run_1/congestion_map.png
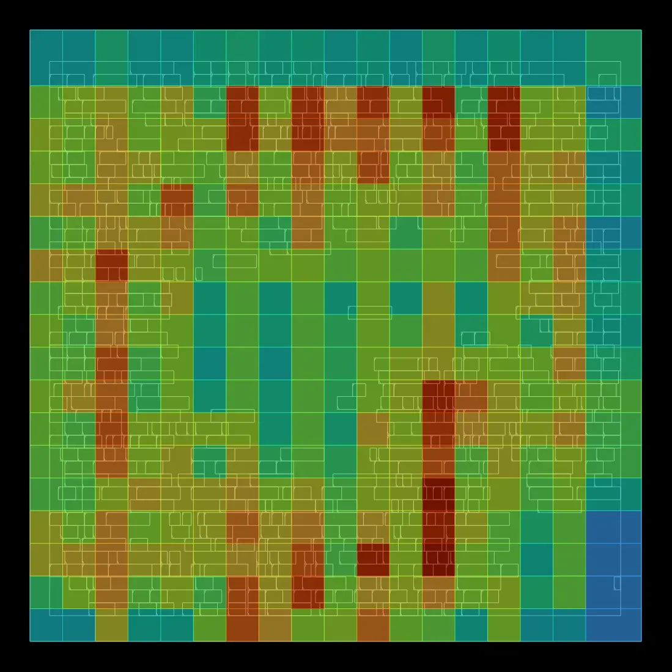
run_1/m3.png
(2 px per um)
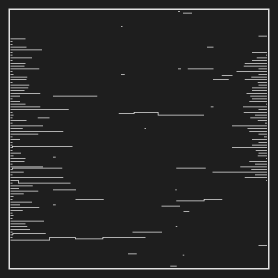
run_1/m2.png
(2 px per um) Cells faint in the background.
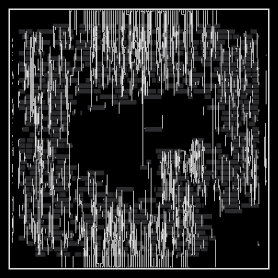
==> src/rtl/mips_pkg.sv <==
// Shared definitions for the MEM pipeline stage.
//   - default datapath widths
//   - access FSM state encoding (IDLE / WAIT)
//   - EX/MEM control bundle and its bubble (all-zero) value
//   - word-alignment helper used by the optional misalignment trap
package mips_pkg;

  localparam int DATA_W_DEF  = 32;
  localparam int ADDR_W_DEF  = 32;
  localparam int RADDR_W_DEF = 5;

  typedef enum logic [0:0] {
    ST_IDLE = 1'b0,
    ST_WAIT = 1'b1
  } state_t;

  typedef struct packed {
    logic valid;
    logic regwrite;
    logic memread;
    logic memwrite;
    logic memtoreg;
  } ctrl_t;

  localparam ctrl_t CTRL_BUBBLE = '{valid: 1'b0, regwrite: 1'b0, memread: 1'b0,
                                    memwrite: 1'b0, memtoreg: 1'b0};

  // True when a byte address does not sit on a 32-bit word boundary.
  function automatic logic is_misaligned(input logic [1:0] i_lo);
    return (i_lo != 2'b00);
  endfunction

endpackage

==> src/rtl/mem_access_fsm.sv <==
// Data-memory access sequencer.
// Tracks one outstanding access (IDLE/WAIT), counts wait cycles for the
// timeout, and generates the request, stall and error signals.
// Ports:
//   clk, rst  : clock, asynchronous active-high reset
//   i_op      : EX/MEM holds a valid load or store
//   i_trap    : current op is rejected (misaligned, trap build only)
//   i_ack     : memory acknowledge
//   o_req     : combinational access request
//   o_stall   : combinational pipeline freeze
//   o_err     : registered one-cycle error pulse (timeout or trap), aligned
//               with the MEM/WB copy of the faulting instruction
module mem_access_fsm
  import mips_pkg::*;
#(
  parameter int TIMEOUT = 255
) (
  input  logic clk,
  input  logic rst,
  input  logic i_op,
  input  logic i_trap,
  input  logic i_ack,
  output logic o_req,
  output logic o_stall,
  output logic o_err
);

  // Wide enough to hold TIMEOUT itself; TIMEOUT = 0 still gets one bit.
  localparam int              CNT_W       = $clog2(TIMEOUT + 2);
  localparam logic [CNT_W-1:0] TIMEOUT_CNT = CNT_W'(TIMEOUT);
  localparam logic            TIMEOUT_EN  = (TIMEOUT > 0);

  state_t           r_state;
  logic [CNT_W-1:0] r_count;
  logic             r_err;
  logic             w_access;
  logic             w_timeout_hit;

  // Request qualification and timeout detection.
  // r_count equals the number of request cycles already spent, so the hit
  // lands after exactly TIMEOUT stall cycles.
  always_comb begin
    w_access      = i_op & ~i_trap;
    w_timeout_hit = TIMEOUT_EN & (r_state == ST_WAIT) & (r_count == TIMEOUT_CNT);
  end

  assign o_req   = w_access;
  assign o_stall = w_access & ~i_ack & ~w_timeout_hit;
  assign o_err   = r_err;

  // State register, wait counter and error pulse.
  always_ff @(posedge clk or posedge rst) begin
    if (rst) begin
      r_state <= ST_IDLE;
      r_count <= '0;
      r_err   <= 1'b0;
    end else begin
      // A real ack beats a coincident timeout: the data is good.
      r_err <= i_trap | (w_timeout_hit & ~i_ack);
      case (r_state)
        ST_IDLE: begin
          if (w_access && !i_ack) begin
            r_state <= ST_WAIT;
            r_count <= CNT_W'(1);
          end else begin
            r_state <= ST_IDLE;
            r_count <= '0;
          end
        end
        ST_WAIT: begin
          if (!w_access || i_ack || w_timeout_hit) begin
            r_state <= ST_IDLE;
            r_count <= '0;
          end else begin
            r_state <= ST_WAIT;
            r_count <= r_count + CNT_W'(1);
          end
        end
        default: begin
          r_state <= ST_IDLE;
          r_count <= '0;
        end
      endcase
    end
  end

endmodule

==> src/rtl/mem_stage.sv <==
// MEM pipeline stage: EX/MEM register, data-memory access and MEM/WB register.
// Optional feature macro: MISALIGN_TRAP_EN -- when defined, a load/store whose
// address is not word aligned issues no request and raises mem_err instead of
// silently clearing the low address bits.
// Ports:
//   clk, rst                 : clock, asynchronous active-high reset
//   ex_*                     : instruction and control bits from EX
//   dmem_req/we/addr/wdata   : request side of the data-memory port
//   dmem_rdata/ack           : response side of the data-memory port
//   mem_stall                : freeze upstream stages while an access is pending
//   mem_aluout/rd/regwrite   : EX/MEM copy for the forwarding unit
//   wb_data/rd/regwrite      : MEM/WB copy for write-back
//   mem_err                  : one-cycle pulse on timeout or misalignment trap
module mem_stage
  import mips_pkg::*;
#(
  parameter int DATA_W  = DATA_W_DEF,
  parameter int ADDR_W  = ADDR_W_DEF,
  parameter int RADDR_W = RADDR_W_DEF,
  parameter int TIMEOUT = 255
) (
  input  logic               clk,
  input  logic               rst,
  input  logic               ex_valid,
  input  logic [DATA_W-1:0]  ex_aluout,
  input  logic [DATA_W-1:0]  ex_store_data,
  input  logic [RADDR_W-1:0] ex_rd,
  input  logic               ex_regwrite,
  input  logic               ex_memread,
  input  logic               ex_memwrite,
  input  logic               ex_memtoreg,
  output logic               dmem_req,
  output logic               dmem_we,
  output logic [ADDR_W-1:0]  dmem_addr,
  output logic [DATA_W-1:0]  dmem_wdata,
  input  logic [DATA_W-1:0]  dmem_rdata,
  input  logic               dmem_ack,
  output logic               mem_stall,
  output logic [DATA_W-1:0]  mem_aluout,
  output logic [RADDR_W-1:0] mem_rd,
  output logic               mem_regwrite,
  output logic [DATA_W-1:0]  wb_data,
  output logic [RADDR_W-1:0] wb_rd,
  output logic               wb_regwrite,
  output logic               mem_err
);

  ctrl_t              r_ctrl;
  logic [DATA_W-1:0]  r_aluout;
  logic [DATA_W-1:0]  r_store_data;
  logic [RADDR_W-1:0] r_rd;
  logic [DATA_W-1:0]  r_wb_data;
  logic [RADDR_W-1:0] r_wb_rd;
  logic               r_wb_regwrite;

  logic               w_op;
  logic               w_trap;
  logic               w_req;
  logic               w_stall;
  logic               w_err;
  logic [DATA_W-1:0]  w_rdata;
  logic [DATA_W-1:0]  w_wb_data;
  logic               w_wb_regwrite;

  // Memory-op decode, trap decision and write-back mux.
  always_comb begin
    w_op = r_ctrl.valid & (r_ctrl.memread | r_ctrl.memwrite);
`ifdef MISALIGN_TRAP_EN
    w_trap = w_op & is_misaligned(r_aluout[1:0]);
`else
    w_trap = 1'b0;
`endif
    // Load data only counts when it answers our own request; a timed-out
    // access returns zero.
    if (w_req && dmem_ack) begin
      w_rdata = dmem_rdata;
    end else begin
      w_rdata = '0;
    end
    if (r_ctrl.memtoreg) begin
      w_wb_data = w_rdata;
    end else begin
      w_wb_data = r_aluout;
    end
    w_wb_regwrite = r_ctrl.regwrite & r_ctrl.valid & ~w_trap;
  end

  mem_access_fsm #(
    .TIMEOUT (TIMEOUT)
  ) u_fsm (
    .clk     (clk),
    .rst     (rst),
    .i_op    (w_op),
    .i_trap  (w_trap),
    .i_ack   (dmem_ack),
    .o_req   (w_req),
    .o_stall (w_stall),
    .o_err   (w_err)
  );

  // EX/MEM register: frozen while stalled, bubble control when EX is empty.
  always_ff @(posedge clk or posedge rst) begin
    if (rst) begin
      r_ctrl       <= CTRL_BUBBLE;
      r_aluout     <= '0;
      r_store_data <= '0;
      r_rd         <= '0;
    end else if (!w_stall) begin
      if (ex_valid) begin
        r_ctrl <= '{valid: 1'b1, regwrite: ex_regwrite, memread: ex_memread,
                    memwrite: ex_memwrite, memtoreg: ex_memtoreg};
      end else begin
        r_ctrl <= CTRL_BUBBLE;
      end
      r_aluout     <= ex_aluout;
      r_store_data <= ex_store_data;
      r_rd         <= ex_rd;
    end else begin
      r_ctrl       <= r_ctrl;
      r_aluout     <= r_aluout;
      r_store_data <= r_store_data;
      r_rd         <= r_rd;
    end
  end

  // MEM/WB register: takes the finished instruction, or a bubble while stalled.
  always_ff @(posedge clk or posedge rst) begin
    if (rst) begin
      r_wb_data     <= '0;
      r_wb_rd       <= '0;
      r_wb_regwrite <= 1'b0;
    end else if (!w_stall) begin
      r_wb_data     <= w_wb_data;
      r_wb_rd       <= r_rd;
      r_wb_regwrite <= w_wb_regwrite;
    end else begin
      r_wb_data     <= '0;
      r_wb_rd       <= '0;
      r_wb_regwrite <= 1'b0;
    end
  end

  // Memory port; address, data and direction come straight from EX/MEM so
  // they stay stable for the whole access. Write wins when both bits are set.
  assign dmem_req     = w_req;
  assign dmem_we      = w_req & r_ctrl.memwrite;
  assign dmem_addr    = {r_aluout[ADDR_W-1:2], 2'b00};
  assign dmem_wdata   = r_store_data;
  assign mem_stall    = w_stall;

  assign mem_aluout   = r_aluout;
  assign mem_rd       = r_rd;
  assign mem_regwrite = r_ctrl.regwrite & r_ctrl.valid;

  assign wb_data      = r_wb_data;
  assign wb_rd        = r_wb_rd;
  assign wb_regwrite  = r_wb_regwrite;
  assign mem_err      = w_err;

endmodule

==> config.mk <==
export PLATFORM = sky130hd
export DESIGN_NAME = mem_stage
export DESIGN_NICKNAME = d
export VERILOG_FILES = /design/src/rtl/mips_pkg.sv /design/src/rtl/mem_access_fsm.sv /design/src/rtl/mem_stage.sv
export SDC_FILE = /design/constraint.sdc
export NUM_CORES = 1
export LEC_CHECK = 0
export CAP_MARGIN = 20
export CORE_MARGIN = 4
export CORE_UTILIZATION = 37
export CTS_CLUSTER_DIAMETER = 120
export DETAILED_ROUTE_END_ITERATION = 6
export PLACE_DENSITY = 0.77
export SKIP_CTS_REPAIR_TIMING = 1
export SLEW_MARGIN = 40
export SYNTH_ARGS = -nofsm -noshare
export SYNTH_HDL_FRONTEND = slang
export SYNTH_SLANG_ARGS = --single-unit
==> constraint.sdc <==
create_clock -name clk -period 4.2 [get_ports clk]
set_clock_uncertainty 0.15 [all_clocks]
set_input_delay 0.63 -clock clk [delete_from_list [all_inputs] [get_ports clk]]
set_output_delay 0.63 -clock clk [all_outputs]
set_load 0.005 [all_outputs]
==> deck_impl_summary.md, run 1 <==
Implementation Results

Placement
  – Placed cell count: 785
  – Routability Congestion: 0.7486
  – Hpwl dp: 10270 um
  – Port-buffer cells: 250

Synth
  – Ys async rst share: 100.0%
  – # Cells Yosys: 399
  – Synth cell count leaders: dfrtp_1 (123), mux2_4 (61), nor2_1 (34), a21oi_1 (32), buf_4 (32)
  – EDFF count, synth: 0
  – Top cells by area: dfrtp_1 (57%), mux2_4 (17%), buf_4 (4.4%)
  – Ys flops: 123
  – Syn_area_per_cell: 13.59 sq um
  – Post-synth cell types: 37
  – Most used flip-flop cell: dfrtp_1
  – Yosys stat area: 5421 sq um
  – Most frequent cell after synthesis: dfrtp_1
  – Synth warn: 0
  – Gate Count Post-Synth: 399
  – Leading area contributor after synthesis: dfrtp_1
  – Mapped Area: 5421 sq um
  – Top cell area share: 56.77%
  – Post-synth seq share: 56.77%

Timing
  – Fin crit period: 3709 ps
  – Total negative setup slack: 0 ps
  – Final period util: 88.32%
  – RSZ-0062 raised after global routing: false
  – Final hold vios: 0
  – Max Fclk: 269.6 MHz
  – Max-slew headroom: 58.22%
  – Final Setup Violations: 0
  – Max Slew Vio Count: 0
  – Slew @ Worst Pin: 626.8 ps

Status
  – Status: complete, no violations

Die
  – Ports: 253
  – Initial core utilization: 38.46%
  – Well Taps: 180
  – Core ar.: 14100 sq um
  – Die Area: 16650 sq um
  – Core Rows: 43
  – Die Y: 129.0 um
  – Width of the die: 129.0 um

Detailed routing
  – Met2 wire length: 7297 um
  – Highest routed layer: met4
  – Routed WL: 14220 um
  – Post-DRT Antenna Nets: 0
  – Post-route DRC: 0
  – Vias/cell: 4.607
  – DR vias: 3764
  – Met3 wire length: 1198 um
  – Routed metal-1 wirelength: 5439 um
  – Avg WL per Cell: 17.41 um
  – Pre-antenna DRT Iters: 4
  – Iteration-0 DRC Markers: 131

Finish
  – Fin cells: 817
  – Clk_buf instances: 22
  – Non-CTS buffers: 255
  – Fillcell total: 1135
  – Layout cells sized above 1: 18.68%
  – FF/Latch Area: 3078 sq um
  – NonClk Buf Share: 30.61%
  – Multi-input gate count: 219
  – Inserted Diodes: 0
  – Sequential share of cell area: 36.91%
  – Nets@finish: 735
  – Clk tree area frac: 6.903%
  – Area growth syn-to-layout: 53.80%
  – Seq cells: 123
  – Area of the multi-input gates: 1864 sq um
  – Non-clk invs: 8
  – Fraction of area in multi-input gates: 22.36%
  – Largest cell class: flip-flops and latches

Power
  – Sequential share of power: 40.0%
  – P_leak: 0.003569 uW
  – Logic pwr share: 19.4%
  – P per Cell Area: 410.2 nW/um^2
  – Int Pwr: 2615 uW
  – Peak supply drop: 0.0002630 V
  – Sw Share: 23.55%
  – Clock power share: 40.6%
  – Sw Pwr: 805.4 uW

Critical path
  – Critical Path End: mem_stall
  – WS Path Type: flop to output pin
  – Crit path launch: u_fsm.r_count[0]$_DFF_PP0_
  – CP endpoint kind: output pin
  – Startpoint types: flop
  – Reg2reg end: mem_aluout[4]$_DFFE_PP0N_
  – Crit path DRT: 3420 ps
  – Reg2reg path depth: 9
  – Worst path arrival time: 2930 ps
  – Reg2reg start: u_fsm.r_count[0]$_DFF_PP0_
  – Max FO, Critical Path: 49
  – Worst reg2reg setup slack: 1190 ps

Flow run
  – OpenROAD warnings: 26
  – Max cap viols: 0

Global route
  – First-pass GRT wire length: 22510 um
  – Total GRT Usage: 17.53%
  – Initial antenna violation count: 0
  – GR Overflow Total: 0
  – Vias in the first global route: 4209
  – Largest net degree at the start of global routing: 70

Clock tree
  – Clock sinks: 123
  – Longest Clk Path Bufs: 2
  – CTS tree: done
  – Clock transition at path regs: 60 ps
  – TritonCTS buffer count: 17
  – H-tree level count: 4
  – Root Driver: clkbuf_16
  – Clk_lat worst skew: 410 ps

Min path
  – Worst Hold Class: flop to flop
Back to the opening pictures, congestion_map.png:
final core utilization: 59.15%
busiest grt layer: met2
met2 usage: 29.94%

Back to the opening pictures, m3.png:
wire length on this layer: 1200 um
longest straight run: 29.9 um
share of all routed wire: 8.4%
main direction: horizontal
nets with wire on the layer: 135

Back to the opening pictures, m2.png:
main direction: vertical
share of all routed wire: 51%
longest straight run: 47.6 um
wire length on this layer: 7300 um

run 1: power by group through the flow:
stage	clock, uW	sequential, uW	combinational, uW
after floorplan	0	1390	286
after global placement	0	1380	664
after detailed placement	0	1390	672
after CTS	1420	1370	677
after global routing	1480	1380	716
final	1390	1370	664
run 1: sequential cells by signal (all words and copies together), names as in the netlist:
name / cells
wb_regwrite: 1
u_fsm.r_count: 9
r_ctrl: 5
u_fsm.o_err: 1
wb_data: 32
mem_rd: 5
dmem_wdata: 32
u_fsm.r_state: 1
wb_rd: 5
mem_aluout: 32
run 1: layout by cell type, fill, tap and decap left out, types with 3 or more instances in the layout:
cell,instances
nand2_1,5
and2_1,8
dfrtp_1,123
o21ai_0,5
nor2b_1,31
clkbuf_8,4
a21oi_2,3
buf_4,4
mux2_4,61
nand3_1,8
clkdlybuf4s50_1,250
clkbuf_16,17
clkinvlp_4,5
inv_1,5
clkinv_2,3
mux2_2,8
nor2_2,3
nor2_1,34
a21oi_1,32
run 1: routing by layer:
| layer | global-route usage, % | vias up |
|---|---|---|
| met4 | 6.733 | 0 |
| met1 | 19.39 | 1820 |
| met3 | 7.502 | 24 |
| met2 | 29.94 | 161 |
| met5 | 0 | - |
| li1 | - | 1759 |
run 1: how the worst min path moves through the flow:
stage | from | to | slack, ps | depth (start not counted)
final | dmem_wdata[28]$_DFFE_PP0N_ | dmem_wdata[28]$_DFFE_PP0N_ | 350 | 1
after global routing | dmem_wdata[18]$_DFFE_PP0N_ | dmem_wdata[18]$_DFFE_PP0N_ | 370 | 1
after CTS | dmem_wdata[28]$_DFFE_PP0N_ | dmem_wdata[28]$_DFFE_PP0N_ | 360 | 1
after detailed placement | dmem_wdata[28]$_DFFE_PP0N_ | dmem_wdata[28]$_DFFE_PP0N_ | 340 | 1
after global placement | r_ctrl[3]$_DFFE_PP0N_ | r_ctrl[3]$_DFFE_PP0N_ | 340 | 2
after floorplan | r_ctrl[3]$_DFFE_PP0N_ | r_ctrl[3]$_DFFE_PP0N_ | 310 | 2
run 1: per-stage QoR:
| stage | setup slack [ps] | instance area (sq um) | utilization (%) | hold WS (ps) | power [uW] |
|---|---|---|---|---|---|
| after global placement | 923.3 | 7759 | 55.04 | 336.2 | 2046 |
| after global routing | 322.9 | 8338 | 59.15 | 366.6 | 3575 |
| final | 490.8 | 8338 | 59.15 | 352.0 | 3420 |
| after detailed placement | 889.8 | 7762 | 55.07 | 342.3 | 2059 |
| after floorplan | 149.1 | 5425 | - | 310.9 | 1672 |
| after CTS | 465.2 | 8338 | 59.15 | 355.1 | 3469 |
run 1: cell families after synthesis:
logic type	Yosys count	synth area share [%]
DFF	123	56.77
and+or+nand+nor	97	9.670
muxes	69	18.56
buffers and inverters	58	8.931
AOI/OAI and AO/OA	46	5.054
xor gates and xnor gates	3	0.4847
adders and majority gates	2	0.4615
other	1	0.06917
run 1: critical path, cell delays in order (launching register included):
cell and delay, ps:
dfrtp_1 420, ha_1 260, nand4_1 150, nor2_1 70
ha_1 230, a21oi_4 290, nand2_8 150, inv_8 330
clkdlybuf4s50_1 590
run_1/sizing.png
(4 px per um)
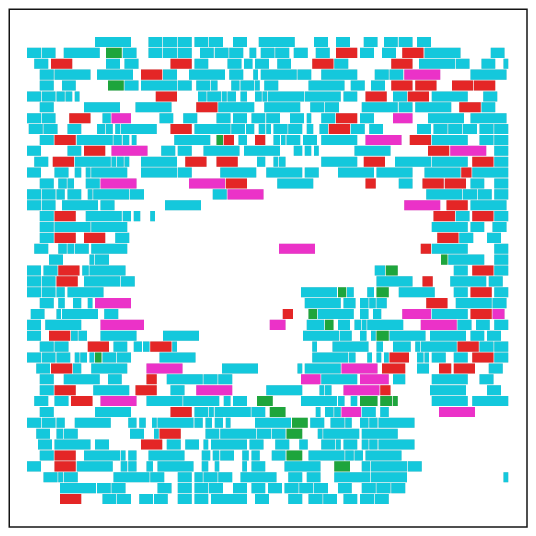

## Run 2: what changed since run 1
--- a/config.mk
+++ b/config.mk
@@ -7,10 +7,11 @@
 export LEC_CHECK = 0
 export CAP_MARGIN = 20
 export CORE_MARGIN = 4
-export CORE_UTILIZATION = 37
+export CORE_UTILIZATION = 45
 export CTS_CLUSTER_DIAMETER = 120
+export CTS_CLUSTER_SIZE = 20
 export DETAILED_ROUTE_END_ITERATION = 6
-export PLACE_DENSITY = 0.77
+export PLACE_DENSITY = 0.88
 export SKIP_CTS_REPAIR_TIMING = 1
 export SLEW_MARGIN = 40
 export SYNTH_ARGS = -nofsm -noshare
==> constraint.sdc (replaced) <==
create_clock -name clk -period 4.43 [get_ports clk]
set_clock_uncertainty 0.15 [all_clocks]
set_input_delay 0.6645 -clock clk [delete_from_list [all_inputs] [get_ports clk]]
set_output_delay 0.6645 -clock clk [all_outputs]
set_load 0.005 [all_outputs]
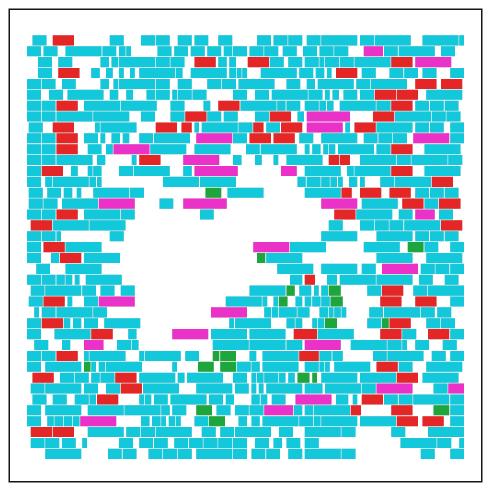
run_2/sizing.png
(4 px per um)
legend:
  green:
    size: x2
    cells: 19
    share: 3.0%
    most_used: mux2_2
  red:
    size: x3 and x4
    cells: 70
    share: 11%
    most_used: mux2_4
  magenta:
    size: x6 and larger
    cells: 26
    share: 4.1%
    most_used: clkbuf_16
  cyan:
    size: x1 and smaller
    cells: 523
    share: 82%
    most_used: clkdlybuf4s50_1

==> run 2 against run 1 <==
Net effect: non-clock buffer count is 1 higher; combinational power down 4.7%; count of clock-buffer cells in the layout up 3; critical path type unchanged; largest power group unchanged; highest routed layer unchanged.
==> deck_impl_summary.md, run 2 <==
Implementation Results

Synth
  – Synth mux share: 18.56%
  – Leading area contributor after synthesis: dfrtp_1
  – Ys flops: 123
  – Top cells by area: dfrtp_1 (57%), mux2_4 (17%), buf_4 (4.4%)
  – Synth warn: 0
  – Simple share: 9.670%
  – EDFF count, synth: 0
  – Xor+xnor area frac: 0.4847%
  – Syn_area_per_cell: 13.59 sq um
  – Gate Count Post-Synth: 399
  – # Cells Yosys: 399
  – Top cell area share: 56.77%
  – Post-synth seq share: 56.77%
  – Most used flip-flop cell: dfrtp_1
  – Yosys stat area: 5421 sq um
  – Yosys adder share: 0.4616%
  – Top non-seq family: multiplexers
  – Most frequent cell after synthesis: dfrtp_1
  – Compound-Gate Fraction of Synth Area: 5.054%
  – Ys async rst share: 100.0%
  – Post-synth cell types: 37
  – Mapped Area: 5421 sq um
  – Synth cell count leaders: dfrtp_1 (123), mux2_4 (61), nor2_1 (34), a21oi_1 (32), buf_4 (32)

Global route
  – Initial antenna violation count: 0
  – GR Overflow Total: 0
  – Total GRT Usage: 21.61%
  – Vias in the first global route: 4307
  – First-pass GRT wire length: 23480 um
  – Largest net degree at the start of global routing: 87

Placement
  – Port-buffer cells: 250
  – Placed cell count: 749
  – Routability Congestion: 0.8173
  – Hpwl dp: 10620 um

Clock tree
  – CTS tree: done
  – Longest Clk Path Bufs: 2
  – H-tree level count: 4
  – Clock sinks: 123
  – Clock transition at path regs: 50 ps
  – TritonCTS buffer count: 17
  – Root Driver: clkbuf_16
  – Clk_lat worst skew: 420 ps

Die
  – Die Area: 13870 sq um
  – Core Rows: 39
  – Initial core utilization: 46.68%
  – Die Y: 117.8 um
  – Width of the die: 117.8 um
  – Ports: 253
  – Core ar.: 11610 sq um

Critical path
  – CP bufs+invs: 2
  – Crit path launch: u_fsm.r_count[0]$_DFF_PP0_
  – Cell repeated most along the worst path: ha_1
  – Max FO, Critical Path: 27
  – WP depth: 8
  – Reg2reg path depth: 9
  – WS Path Type: flop to output pin
  – Max stage delay cell, worst path: clkdlybuf4s50_1
  – Critical Path End: mem_stall
  – Reg2reg end: dmem_wdata[27]$_DFFE_PP0N_
  – Reg2reg start: u_fsm.r_count[0]$_DFF_PP0_
  – Startpoint types: flop
  – CP peak stage delay: 540 ps
  – Worst path arrival time: 2700 ps
  – CP delay by family, top: buffers and inverters
  – CP endpoint kind: output pin
  – Critical-path cell list: ha_1, nand4_1, nor2_1, ha_1, a21oi_4, nand2_8, inv_8, clkdlybuf4s50_1
  – Crit path DRT: 3620 ps
  – Worst reg2reg setup slack: 1470 ps

Timing
  – Max Fclk: 284.5 MHz
  – Final period util: 79.34%
  – Max Slew Vio Count: 0
  – Max-slew headroom: 60.87%
  – Fin crit period: 3515 ps
  – RSZ-0062 raised after global routing: false
  – Final hold vios: 0
  – Total negative setup slack: 0 ps
  – Final Setup Violations: 0
  – Final hold slack: 358.1 ps
  – Slew @ Worst Pin: 586.9 ps

Finish
  – Inserted Diodes: 0
  – Fin cells: 781
  – Layout cells sized above 1: 18.03%
  – Area growth syn-to-layout: 53.29%
  – Nets@finish: 736
  – Dominant logic cell type in the layout: clkdlybuf4s50_1
  – Top Layout Cells: clkdlybuf4s50_1 (250), dfrtp_1 (123), mux2_4 (61)

Detailed routing
  – DR vias: 3860
  – Iteration-0 DRC Markers: 165
  – Post-route DRC: 0
  – Avg WL per Cell: 18.82 um
  – Routed WL: 14700 um
  – Vias/cell: 4.942
  – Post-DRT Antenna Nets: 0
  – Pre-antenna DRT Iters: 4

Power
  – Peak supply drop: 0.0002389 V
  – P per Cell Area: 400.7 nW/um^2
  – P_leak: 0.003594 uW

Status
  – Status: complete, no violations

Flow run
  – OpenROAD warnings: 26
  – Max cap viols: 0

Min path
  – Worst Hold Class: flop to flop
## run 2: stage by stage
step           utilization [%]  power (uW)  cell area, sq um  worst slack (ps)
2_1_floorplan                -        1585              5425             344.6
3_3_place_gp             66.37        1934              7707              1266
3_5_place_dp             66.39        1955              7710              1241
4_1_cts                  71.54        3364              8308             894.6
5_1_grt                  71.56        3461              8310             762.8
6_report                 71.56        3330              8310             915.3
## run 2: final cells by class
cell class	count	area, sq um
tap	143	178.9
clock inverter	7	112.6
fill	777	3303
inverter	8	45.04
sequential	123	3078
clock buffer	25	485.5
multi-input combinational	219	1863
timing repair buffer	256	2547
## run 2: routing by layer
metal / GRT usage [%] / share of wire [%]
met2: 36.00 / 50
met1: 23.99 / 38
met4: 9.304 / 2.7
met3: 9.611 / 9.0
met5: 0 / 0
## run 2: logic make-up (layout without fill, tap and decap cells)
kind of cell               after synthesis  count (layout)
xor gates and xnor gates                 3               3
buffers and inverters                   58             296
AOI/OAI and AO/OA                       46              46
muxes                                   69              69
and+or+nand+nor                         97              97
DFF                                    123             123
adders and majority gates                2               2
other                                    1               2
## run 2: report_power, final
| group | leakage (uW) | total (uW) | switching [uW] | internal, uW |
|---|---|---|---|---|
| Sequential | 0.00149 | 1300 | 70.3 | 1230 |
| Combinational | 0.00181 | 633 | 212 | 421 |
| Clock | 0.000291 | 1400 | 470 | 926 |
## run 2: worst reg2reg max path: cells and delay by family, from the launching register on
family          cells  cell delay, ps
mux                 1             420
buf+inv             2             750
compound gates      1             290
flops               1             400
simple gates        3             350
fa+ha+maj           2             480
## run 2: worst min path at each step
stage	cells past startpoint	end	start	slack, ps
2_1_floorplan	2	r_ctrl[3]$_DFFE_PP0N_	r_ctrl[3]$_DFFE_PP0N_	310
3_3_place_gp	1	u_fsm.r_count[0]$_DFF_PP0_	u_fsm.r_count[0]$_DFF_PP0_	340
3_5_place_dp	1	dmem_wdata[22]$_DFFE_PP0N_	dmem_wdata[22]$_DFFE_PP0N_	350
4_1_cts	1	dmem_wdata[22]$_DFFE_PP0N_	dmem_wdata[22]$_DFFE_PP0N_	360
5_1_grt	1	dmem_wdata[28]$_DFFE_PP0N_	dmem_wdata[28]$_DFFE_PP0N_	380
6_report	1	dmem_wdata[28]$_DFFE_PP0N_	dmem_wdata[28]$_DFFE_PP0N_	360
No activity file was given, so power comes from the tool's default toggle rates.
